[config.mk]
export PLATFORM = sky130hd
export DESIGN_NAME = mfm_sync_sequencer
export DESIGN_NICKNAME = d
export VERILOG_FILES = /design/src/rtl/mfm_sync_sequencer.sv
export SDC_FILE = /design/constraint.sdc
export NUM_CORES = 1
export LEC_CHECK = 0
export CAP_MARGIN = 25
export CELL_PAD_IN_SITES_DETAIL_PLACEMENT = 1
export CELL_PAD_IN_SITES_GLOBAL_PLACEMENT = 1
export CORE_ASPECT_RATIO = 2
export CORE_MARGIN = 8
export CORE_UTILIZATION = 25
export CTS_CLUSTER_DIAMETER = 120
export CTS_CLUSTER_SIZE = 30
export DETAILED_ROUTE_END_ITERATION = 10
export PLACE_DENSITY = 0.53
export SLEW_MARGIN = 0
export SYNTH_ARGS = -nofsm -noshare
export SYNTH_HDL_FRONTEND = slang
export SYNTH_SLANG_ARGS = --single-unit
[constraint.sdc]
create_clock -name MASTER_CLK -period 4.02 [get_ports MASTER_CLK]
set_input_delay 0.804 -clock MASTER_CLK [delete_from_list [all_inputs] [get_ports MASTER_CLK]]
set_output_delay 0.804 -clock MASTER_CLK [all_outputs]
set_load 0.03 [all_outputs]
[src/rtl/mfm_sync_sequencer.sv]
// Sync-word acquisition sequencer: arms the MFM sync detector, qualifies a run of
// correctly spaced detections and reports found / timeout / abort.
module mfm_sync_sequencer #(
    parameter logic [15:0] SPACING_MIN = 16'd496,
    parameter logic [15:0] SPACING_MAX = 16'd528
) (
    input  logic        MASTER_CLK,
    input  logic        RESET,
    input  logic        CLKEN,
    input  logic        START,
    input  logic        ABORT,
    input  logic [15:0] SYNC_WORD_CFG,
    input  logic [15:0] MASK_CFG,
    input  logic [3:0]  SYNC_COUNT_CFG,
    input  logic [23:0] TIMEOUT_CFG,
    input  logic        SYNC_WORD_DETECTED,
    output logic [15:0] SYNC_WORD_OUT,
    output logic [15:0] MASK_OUT,
    output logic        BUSY,
    output logic        SYNC_FOUND,
    output logic        DONE,
    output logic        TIMED_OUT,
    output logic [3:0]  MATCH_COUNT
);

    typedef enum logic [2:0] {
        S_IDLE, S_ARMED, S_TRACK, S_FOUND, S_TIMEOUT
    } state_t;

    state_t      state, state_n;
    logic        det_q, det_ev;
    logic [15:0] gap, gap_n, gap_inc;
    logic [23:0] tmo, tmo_inc, tmo_cfg;
    logic [3:0]  req, cnt_n;
    logic        in_window, tmo_hit, arm, busy_s;

    assign det_ev    = CLKEN & SYNC_WORD_DETECTED & ~det_q;
    // gap_inc is the tick distance including the current tick
    assign gap_inc   = (gap == 16'hFFFF) ? gap : gap + 16'd1;
    assign in_window = (gap_inc >= SPACING_MIN) && (gap_inc <= SPACING_MAX);
    assign tmo_inc   = tmo + 24'd1;
    assign tmo_hit   = CLKEN && (tmo_cfg != 24'd0) && (tmo_inc == tmo_cfg);
    assign busy_s    = (state == S_ARMED) || (state == S_TRACK);
    assign arm       = START && !busy_s;

    always_comb begin
        state_n = state;
        cnt_n   = MATCH_COUNT;
        gap_n   = gap;
        case (state)
            S_ARMED: begin
                if (ABORT) begin
                    state_n = S_IDLE;
                    cnt_n   = 4'd0;
                end else begin
                    if (det_ev) begin
                        cnt_n   = 4'd1;
                        gap_n   = 16'd0;
                        state_n = (req == 4'd1) ? S_FOUND : S_TRACK;
                    end
                    if (tmo_hit && state_n != S_FOUND) state_n = S_TIMEOUT;
                end
            end
            S_TRACK: begin
                if (ABORT) begin
                    state_n = S_IDLE;
                    cnt_n   = 4'd0;
                    gap_n   = 16'd0;
                end else if (CLKEN) begin
                    if (det_ev && in_window) begin
                        cnt_n = MATCH_COUNT + 4'd1;
                        gap_n = 16'd0;
                        if (cnt_n == req) state_n = S_FOUND;
                    end else if (det_ev) begin
                        cnt_n = 4'd1;
                        gap_n = 16'd0;
                    end else if (gap_inc > SPACING_MAX) begin
                        cnt_n   = 4'd0;
                        gap_n   = 16'd0;
                        state_n = S_ARMED;
                    end else begin
                        gap_n = gap_inc;
                    end
                    // a final match on the timeout tick still wins
                    if (tmo_hit && state_n != S_FOUND) state_n = S_TIMEOUT;
                end
            end
            default: begin
                if (arm) begin
                    state_n = S_ARMED;
                    cnt_n   = 4'd0;
                    gap_n   = 16'd0;
                end
            end
        endcase
    end

    always_ff @(posedge MASTER_CLK) begin
        if (RESET) begin
            state         <= S_IDLE;
            MATCH_COUNT   <= 4'd0;
            gap           <= 16'd0;
            tmo           <= 24'd0;
            tmo_cfg       <= 24'd0;
            req           <= 4'd0;
            det_q         <= 1'b0;
            SYNC_FOUND    <= 1'b0;
            SYNC_WORD_OUT <= 16'd0;
            MASK_OUT      <= 16'd0;
        end else begin
            state       <= state_n;
            MATCH_COUNT <= cnt_n;
            gap         <= gap_n;
            SYNC_FOUND  <= (state_n == S_FOUND) && (state != S_FOUND);
            if (arm) begin
                SYNC_WORD_OUT <= SYNC_WORD_CFG;
                MASK_OUT      <= MASK_CFG;
                req           <= (SYNC_COUNT_CFG == 4'd0) ? 4'd1 : SYNC_COUNT_CFG;
                tmo_cfg       <= TIMEOUT_CFG;
                tmo           <= 24'd0;
                // a detection already asserted at arm time must not count
                det_q         <= 1'b1;
            end else begin
                if (CLKEN) det_q <= SYNC_WORD_DETECTED;
                if (CLKEN && busy_s) tmo <= tmo_inc;
            end
        end
    end

    assign BUSY      = busy_s;
    assign DONE      = (state == S_FOUND);
    assign TIMED_OUT = (state == S_TIMEOUT);

endmodule

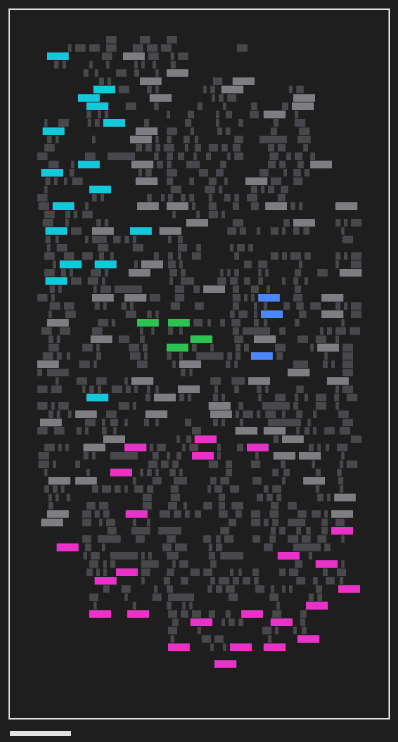
**Above:** sequential cells colored by netlist name.
The bar under the picture is 20 µm long. Other sequential cells in the stronger gray, the rest of the logic in the fainter gray.
[blue] state | placed flops: 3
[magenta] tmo | placed flops: 24
[green] req | placed flops: 4 | where: center
[cyan] SYNC_WORD_OUT | placed flops: 16 | where: north-west
not colored: 62

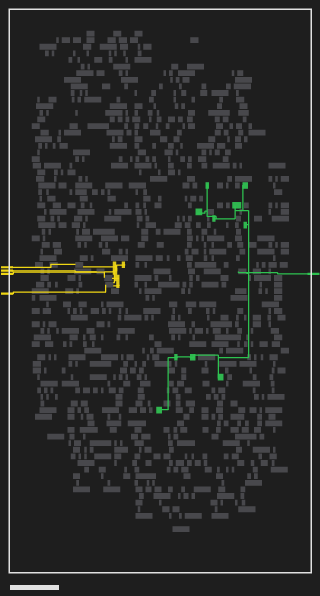
**Above:** I/O nets highlighted.
The bar under the picture is 20 µm long.
[green] CLKEN | direction: input | edge: east | end cells: 10 | buffers: 1 | wire: 215 µm
[yellow] SYNC_COUNT_CFG | direction: input | edge: west | end cells: 5 | buffers: 4 | wire: 185 µm

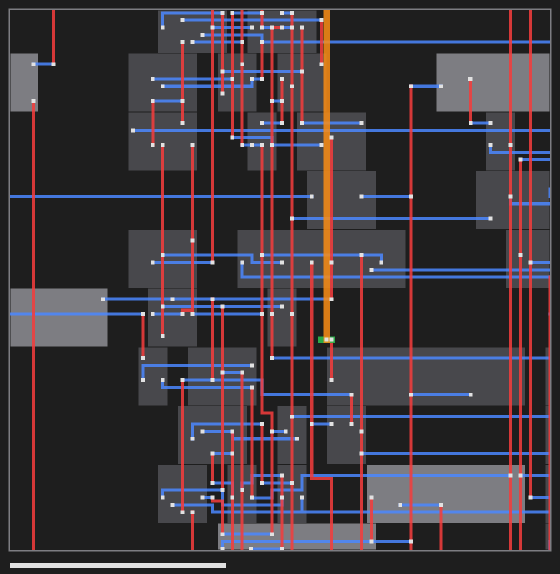
**Above:** a small window of the routed layout.
The bar under the picture is 10 µm long. Region (18, 45) to (43, 70) µm. Cells in gray, sequential cells in the stronger gray; small squares are vias.
[orange] met4
[red] met2
[blue] met1
[green] met3
most frequent: nor2_1 (4), xor2_1 (4), dfxtp_1 (3)
cells with their middle in the window: 28
sequential cells in the window: 3
netlist names of flops here include: tmo (3)

==> CHANGELOG.md <==
## Implementation

- Outcome: finished, final reports clean
- # port buffers: 105
- Total power consumption of the routed design: 2530 µW
- Largest delay share family, worst path: simple AND/OR/NAND/NOR gates
- TritonCTS clock tree: yes
- Cell-internal power: 1810 µW
- Number of different library cells in the post-synthesis netlist: 76
- Via Count: 5566
- Commonest cells after routing, fill and taps aside: nand2_1, dfxtp_1, clkdlybuf4s50_1, a21oi_1, nor2_1
- Comb area share: 45.6%
- Routed length on met2: 8600 µm
- Main power-consuming group: sequential cells
- End point of the most critical hold path: SYNC_WORD_OUT[3]
- Post-route design area: 0.00736 mm²
- CP required: 4260 ps
- FP Rows: 79
- Portion of total power attributed to the clock network: 37.4%
- Worst ir drop on vdd: 168 µV
- Yosys Chip Area: 0.00580 mm²
- Cell type of the slowest stage on the worst timing path: or4_4
- Synthesized-area fraction occupied by adder cells: 0.647%
- GR Layer Usage met1: 16.9%
- Via count of the first global-routing pass: 5585
- Multi-input combinational cell count: 574
- Hold Worst Slack: 458 ps
- Final wirelength: 19200 µm
- Number of endpoints failing setup at the final stage: 0
- Number of failing hold endpoints at the final stage: 0
- Initial antenna violation count: 0
- Clock buffer and inverter area fraction after layout: 4.20%
- Clock sink count: 109
- Final tally of max-slew violations: 0
- Worst r2r dst: SYNC_FOUND
- Critical path endpoint category: register
- Delay of the slowest critical-path stage: 550 ps
- Count of cells along the worst hold path: 2
- Filler instances: 2777
- Actual transition at the worst max-transition pin: 916 ps
- Metal3 WL: 1520 µm
- WL/cell: 17.3 µm
- Pin count of the biggest net entering global routing: 85
- Source of the critical timing path: tmo[0]
- Flip-flops: 109
- Flip-flops with a built-in enable: 0
- Initial Util: 25.2%
- Crit path cell chain: ha_1, nand4_4, nor4_4, a41oi_1, or4_4, a211oi_2, a21boi_1, o32ai_1, nor4b_1
- Leak: 0.00259 µW
- Cell taking the most area after synthesis: dfxtp_1
- Power attributed to the clock group: 948 µW
- Final clock skew: 6.10 ps
- Instance count on the critical path: 9
- Grt total ovfl: 0
- Post-synth net total: 813
- GRT Overall Usage: 13.6%
- Non-clock buffering overhead in the final layout: 15.2%
- Area after DPL: 0.00706 mm²
- P&R area growth vs syn: 27.0%
- Warning count from the yosys run: 0
- Root buf cell: clkbuf_16
- Non-Clock Inverter Count: 12
- Cell area power density: 344 mW/mm²
- Cell Count, Final, Fillers Out: 1107
- Worst setup SP type: register
- Tapcells inserted: 283
- DRT antenna net count: 0
- Synth Cell Area: 0.00580 mm²
- Worst Slack Setup Final: 627 ps
- Worst Setup Path Type: reg2reg
- Highest metal used: met4
- Post-synth regs: 109
- Fraction of the core area covered by cells at the end of the flow: 32.0%
- Area of the die: 0.0286 mm²
- Fin crit share: 84.4%
- Count of H-tree levels built during CTS: 3
- Flip-flop cell with the highest count after synthesis: dfxtp_1
- Count of hold-fix buffers inserted at cts: 0
- Clock buffer count from CTS: 9
- Number of instances in the placed design: 1091
- Proportion of synthesized chip area in sequential cells: 37.6%
- Worst-Skew Late Latency: 370 ps
- Worst setup slack for register-to-register paths: 630 ps
- Fraction of layout cells with a size suffix above 1: 5.95%
- Post-layout min period: 3390 ps
- Number of setup buffers added after CTS: 0
- CTS clk-pin slew, worst paths: 80 ps
- Switching power total: 723 µW
- First-pass GRT wire length: 30700 µm
- Worst reg-to-reg path cell count: 9
- Slew headroom: 38.7%
- Length of routed wiring on met1: 8740 µm
- Worst hold path class: reg2reg
- Area fraction in mux cells: 1.04%
- Non-clock buffer count: 113
- Area-dominant cell class after layout: multi-input combinational cells
- Number of diodes: 0
- Worst Min Path Start: SYNC_WORD_OUT[3]
- # Max-Cap Violations: 0
- Simple-Gate Fraction of Synth Area: 30.6%
- Per-instance average area after synthesis: 7.79 µm²
- Sequential Power Share: 46.1%
- Layout Nets: 888
- Share of Yosys cell area claimed by the top area cell type: 37.6%
- Worst slack after detailed placement: 654 ps
- Total negative slack: 0 ps
- Dominant kind of combinational cell: simple AND/OR/NAND/NOR gates
- Highest-utilization routing layer at the global route stage: met2
- Maximum fanout along the worst path: 8
- Tool warnings: 26
- Registers with the most flip-flops: tmo (24), tmo_cfg (24)
- Clock buffers: 10
- Most common logic cell in the routed design: nand2_1
- Via/cell ratio: 5.03
- Met2 capacity usage during global routing: 20.7%
- Synth cell count leaders: nand2_1, dfxtp_1, a21oi_1, nor2_1, xor2_1
- Number of detailed-route iterations in the first pass: 4
- Post-synthesis instance total: 744
- CTS Buffer Depth: 2
- Worst endpoint data arrival time: 3630 ps
- Iter 0 DRT Violations: 185
- Worst setup path endpoint: SYNC_FOUND
- Power consumed by combinational cells: 417 µW
- Sequential fraction of total cell area: 29.6%
- Met3 track utilization from global routing: 5.07%
- Total cells reported by yosys after synthesis: 744
- Area of all sequential standard cells: 0.00218 mm²
- Switching power as a share of total power: 28.6%
- Placed wire-length estimate: 14000 µm
- Area used by multi-input combinational logic: 0.00336 mm²
- Post-synth area hogs: dfxtp_1, nand2_1, a21oi_1
- Part of the total power dissipated in combinational logic: 16.4%
- Async S/R FF share, synth: 0%
- Gpl congestion: 0.776
- Die extent in y: 231 µm
- Buffers plus inverters on the worst setup path: 0
- Post-synthesis cell type with the largest instance count: nand2_1
- And-or/or-and share of the synthesized area: 17.7%
No activity file was given, so power comes from the tool's default toggle rates.
